==> config.mk <==
export PLATFORM = sky130hd
export DESIGN_NAME = hazard_tracker_flat
export DESIGN_NICKNAME = d
export VERILOG_FILES = /design/src/rtl/hazard_tracker_if.sv /design/src/rtl/hazard_tracker.sv /design/src/flat_wrapper.sv
export SDC_FILE = /design/constraint.sdc
export NUM_CORES = 1
export LEC_CHECK = 0
export ABC_AREA = 1
export CORE_ASPECT_RATIO = 2
export CORE_MARGIN = 8
export CORE_UTILIZATION = 54
export CTS_CLUSTER_SIZE = 12
export DETAILED_ROUTE_END_ITERATION = 7
export PLACE_DENSITY = 0.87
export SLEW_MARGIN = 5
export SYNTH_ARGS = -nofsm -noshare
export SYNTH_HDL_FRONTEND = slang
export SYNTH_SLANG_ARGS = --single-unit
==> constraint.sdc <==
create_clock -name clk -period 2 [get_ports clk]
set_input_delay 0.2 -clock clk [delete_from_list [all_inputs] [get_ports clk]]
set_output_delay 0.2 -clock clk [all_outputs]
set_load 0.005 [all_outputs]
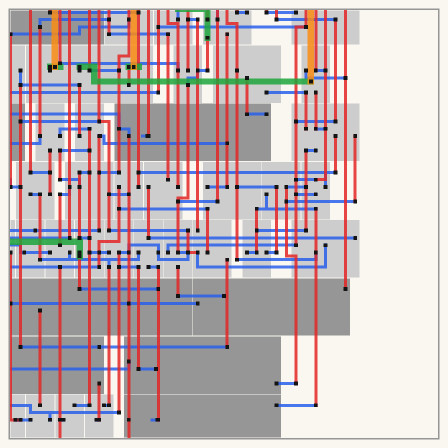
Fig. 1. Zoomed window (run 1).
Region (37, 17) to (57, 37) um. Cells in gray, sequential cells in the stronger gray; small squares are vias.
[met2] red
[met4] orange
[met1] blue
[met3] green
sequential cells in the window: 7
most frequent: nand2_1 (8), nor2_1 (6), dfxtp_1 (5)
cells with their middle in the window: 39

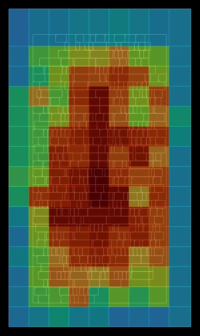
Fig. 2. Congestion heat map (run 1).
met2 Track Usage GR: 39.9%
GRT Total Usage: 21.0%
GR peak layer: met2
grt met3 use: 4.39%

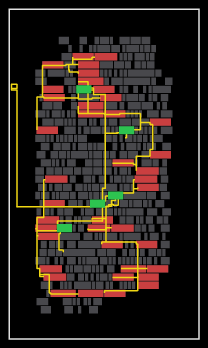
Fig. 3. Clock distribution (run 1).
Drawn at 3 px/um.
[flip-flops] red | count: 40
[clock wires] yellow | length: 513 um
[cells driving clock nets] green | count: 5
routed clock nets: 6
Latency at later pin: 0.30 ns
final clock skew: 0.00787 ns

==> impl_metrics.env, run 1 <==
# flow metrics
export IMPL_status="finished, violations left"
export IMPL_failed_checks="setup timing"
export IMPL_yosys_stat_cells=330
export IMPL_holdWs_ns=0.392
export IMPL_drc=0
export IMPL_critPathKind="register to primary output"
export IMPL_slew_violations=0
export IMPL_drt_iter0_markers=155
export IMPL_cp_max_fo=6
export IMPL_h_tree_depth=2
export IMPL_grt_pass1_wl_um=11500
export IMPL_numCtsBuffers=5
export IMPL_firstDrtPassIters=8
export IMPL_cp_depth=11
export IMPL_ctsHoldBuffers=0
export IMPL_wirelength_um=8280
export IMPL_cpPeakStageDelay_ns=0.42
export IMPL_syn_to_final_growth_pct=43.5
export IMPL_syn_avg_cell_area_sq_um=7.14
export IMPL_ioPinCount=35
export IMPL_p_per_area_mw_per_mm2=600
export IMPL_design_area_sq_mm=0.00338
export IMPL_drive_above_1_share_pct=35.1
export IMPL_core_sq_mm=0.00425
export IMPL_arrival_ns=2.02
export IMPL_setup_viol=11
export IMPL_dp_cells=443
export IMPL_period_needed_ns=2.22
export IMPL_setup_tns_ns=-0.472
export IMPL_first_global_vias=2611
export IMPL_pre_cts_ws_ns=-0.439
export IMPL_cts_clk_slew_worst_paths_ns=0.08
export IMPL_yosys_warnings=0
export IMPL_layout_setup_ws_ns=-0.216
export IMPL_final_cells=459
export IMPL_via_per_inst=5.59
export IMPL_post_route_util_pct=79.5
export IMPL_grt_max_degree=22
export IMPL_ys_seq_share_pct=34.0
export IMPL_post_route_period_util_pct=111
export IMPL_cts_max_path_buffers=2
export IMPL_rsz0062_at_grt="true"
export IMPL_crit_required_ns=1.80
export IMPL_ys_area_sq_mm=0.00236
export IMPL_io_buffers=34
export IMPL_detail_route_antenna_nets=0
export IMPL_path_cells="inv_2, nand2_1, nand2_1, nor2_2, nand2_2, nor2_1, nand3_1, nand2_2, nand2_2, nand2_1, clkdlybuf4s15_2"
export IMPL_p_total_mw=2.03
export IMPL_gp_congestion=0.958
export IMPL_die_w_um=62.7
export IMPL_synth_area_top_cells="dfxtp_1 34%, nand2_1 9.1%, xnor2_1 8.2%, inv_1 7.3%, nor2_1 7.2%"
export IMPL_die_h_um=109
export IMPL_synthDistinctLibCells=31
export IMPL_syn_inst=330
export IMPL_hpwl_um=4920
export IMPL_yosysTopAreaCellShare_pct=34.0
export IMPL_nNetsFinal=435
export IMPL_wl_per_cell_um=18.0
## run 1: cells by family (layout without fill, tap and decap cells)
logic type      count (synthesis)  in the layout  share of synthesized area [%]
compound gates                 16             16                           3.77
xor+xnor                       37             37                           13.7
fa+ha+maj                       7              7                           3.72
buf+inv                        68            143                           11.9
flops                          40             40                           34.0
simple gates                  162            162                           32.9
## run 1: cell type report
type | count | area [sq um]
repair buffers | 78 | 654
flip-flops and latches | 40 | 835
clock buffers | 5 | 68.8
inverters | 57 | 214
fillers | 276 | 871
well taps | 54 | 67.6
multi-input cells | 222 | 1500
clock inverters | 3 | 42.5
## run 1: report_power, final
group	internal [mW]	switching [mW]
clock	0.369	0.300
sequential	0.832	0.0471
combinational	0.219	0.263
## run 1: Yosys cell counts, types with 2 or more instances
| master | number |
|---|---|
| dfxtp_1 | 40 |
| nor2_2 | 6 |
| nor2_4 | 6 |
| nor2_1 | 45 |
| inv_1 | 46 |
| nor3_1 | 12 |
| inv_2 | 11 |
| or2_2 | 2 |
| xor2_1 | 15 |
| buf_2 | 4 |
| nand3_1 | 16 |
| a21oi_1 | 5 |
| o21ai_0 | 8 |
| nand4_1 | 7 |
| ha_1 | 7 |
| clkbuf_1 | 5 |
| nand2_1 | 57 |
| xnor2_1 | 22 |
| nor4_1 | 4 |
## run 1: timing repair
action                     in CTS  in global routing
resized                        69                 43
setup endpoints to repair      11                 28
setup buffers                   5                  3
pin swaps                      16                 15
## run 1: per-layer routing
layer / wire length [um] / up-vias / global-route usage, %
li1: - / 1162 / -
met1: 2770 / 1219 / 19.0
met2: 4320 / 130 / 39.9
met3: 525 / 55 / 4.39
met4: 666 / 0 / 15.8
met5: 0 / - / 0
==> run 2: changes to the inputs <==
SLEW_MARGIN = default   (was 5)
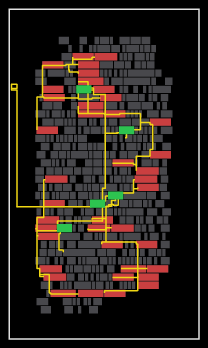
Fig. 4. Clock distribution (run 2).
Drawn at 3 px/um.
[cells driving clock nets] green | count: 5
[flip-flops] red | count: 40
[clock wires] yellow | length: 513 um
routed clock nets: 6
power share of the clock group: 33.0%
Clk. pwr: 0.670 mW

==> run 2 against run 1 <==
Effect of this change:
- the run still ends with setup timing left
- design area unchanged
- flip-flop count unchanged
- synthesized area unchanged
- sequential share of layout area unchanged
- utilization unchanged
- critical endpoint unchanged
- largest power group unchanged
- highest routed layer unchanged
==> impl_metrics.env, run 2 <==
# flow metrics
export IMPL_status="finished, violations left"
export IMPL_failed_checks="setup timing"
export IMPL_cts_max_path_buffers=2
export IMPL_rsz0062_at_grt="true"
export IMPL_fillers=276
export IMPL_die_w_um=62.7
export IMPL_grt_max_degree=22
export IMPL_post_route_util_pct=79.5
export IMPL_leakage_nw=1.64
export IMPL_ys_seq_share_pct=34.0
export IMPL_synthDistinctLibCells=31
export IMPL_first_global_vias=2611
export IMPL_nNetsFinal=435
export IMPL_drive_above_1_share_pct=35.1
export IMPL_critPathKind="register to primary output"
export IMPL_grtUsageTotal_pct=21.0
export IMPL_cp_slowest_cell="dfxtp_4"
export IMPL_cpPeakStageDelay_ns=0.42
export IMPL_skew_ns=0.00787
export IMPL_syn_to_final_growth_pct=43.5
export IMPL_pre_cts_ws_ns=-0.439
export IMPL_holdWs_ns=0.392
export IMPL_design_area_sq_mm=0.00338
export IMPL_io_buffers=34
export IMPL_detail_route_antenna_nets=0
export IMPL_layout_setup_ws_ns=-0.216
export IMPL_common_cells="57 x nand2_1, 46 x inv_1, 45 x nor2_1"
export IMPL_gp_congestion=0.958
export IMPL_drt_iter0_markers=155
export IMPL_hpwl_um=4920
export IMPL_syn_avg_cell_area_sq_um=7.14
export IMPL_setup_tns_ns=-0.472
export IMPL_period_needed_ns=2.22
export IMPL_top_cell="nand2_1"
export IMPL_die_h_um=109
export IMPL_firstDrtPassIters=8
export IMPL_clk_latency_ns=0.30
export IMPL_ys_area_sq_mm=0.00236
export IMPL_synth_area_top_cells="dfxtp_1 34%, nand2_1 9.1%, xnor2_1 8.2%, inv_1 7.3%, nor2_1 7.2%"
export IMPL_setup_viol=11
export IMPL_cp_depth=11
export IMPL_cp_max_fo=6
export IMPL_core_sq_mm=0.00425
export IMPL_yosys_stat_cells=330
export IMPL_yosys_warnings=0
export IMPL_numCtsBuffers=5
export IMPL_yosysTopAreaCellShare_pct=34.0
export IMPL_slew_violations=0
export IMPL_h_tree_depth=2
export IMPL_via_per_inst=5.59
export IMPL_ioPinCount=35
export IMPL_post_route_period_util_pct=111
export IMPL_grt_pass1_wl_um=11500
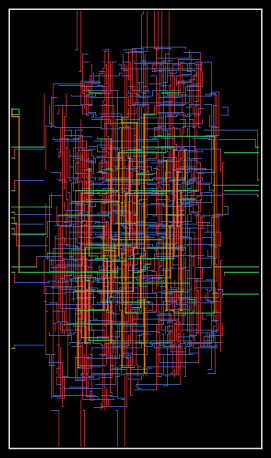
Fig. 5. Routed metal, one color a layer (run 2).
Drawn at 4 px/um.
[met4] orange | wire length: 667 um
[met1] blue | wire length: 2770 um
[met3] green | wire length: 526 um
[met2] red | wire length: 4320 um
total wire length: 8280 um
WL/cell: 18.0 um
via count: 2566

-- run 2: worst min-delay path, stage by stage --
cell and delay [ns]:
dlygate4sd2_1 0.29, inv_2 0.11, nor2_1 0.05
-- run 2: where the power goes --
part	leakage [nW]	internal [mW]	switching [mW]
clock network	0.0541	0.369	0.300
registers	0.337	0.832	0.0471
logic	1.25	0.219	0.263
-- run 2: through the flow --
stage	total power, mW	cells
after CTS	1.94	456
after detailed placement	1.28	443
after global routing	2.10	459
after floorplan	1.11	330
after global placement	1.26	443
final	2.03	459
-- run 2: logic make-up after synthesis --
group,after synthesis,share of synthesized area [%]
AND-OR/OR-AND,16,3.77
XOR/XNOR,37,13.7
adder cells (fa/ha/maj),7,3.72
buffers and inverters,68,11.9
flip-flops,40,34.0
AND/OR/NAND/NOR,162,32.9
-- run 2: metal layers --
layer | part of all wire, % | wire (um) | vias to the layer above | track usage (%)
met3 | 6.3 | 525 | 55 | 4.39
li1 | - | - | 1162 | -
met2 | 52 | 4320 | 130 | 39.9
met5 | 0 | 0 | - | 0
met4 | 8.0 | 666 | 0 | 15.8
met1 | 33 | 2770 | 1219 | 19.0
-- run 2: area by class of cell --
class	instances	area (sq um)	area share (%)
timing repair buffer	78	654	19.3
sequential	40	835	24.7
clock inverter	3	42.5	1.26
multi-input combinational	222	1500	44.4
tap	54	67.6	2.00
clock buffer	5	68.8	2.03
inverter	57	214	6.32
-- run 2: what timing repair did --
item,4_1_cts,5_1_grt
pin swaps,16,15
setup buffers,5,3
hold buffers,0,0
resized,69,43
setup endpoints to repair,11,28
Power figures rest on the tool's default switching activity, not on a simulated workload.
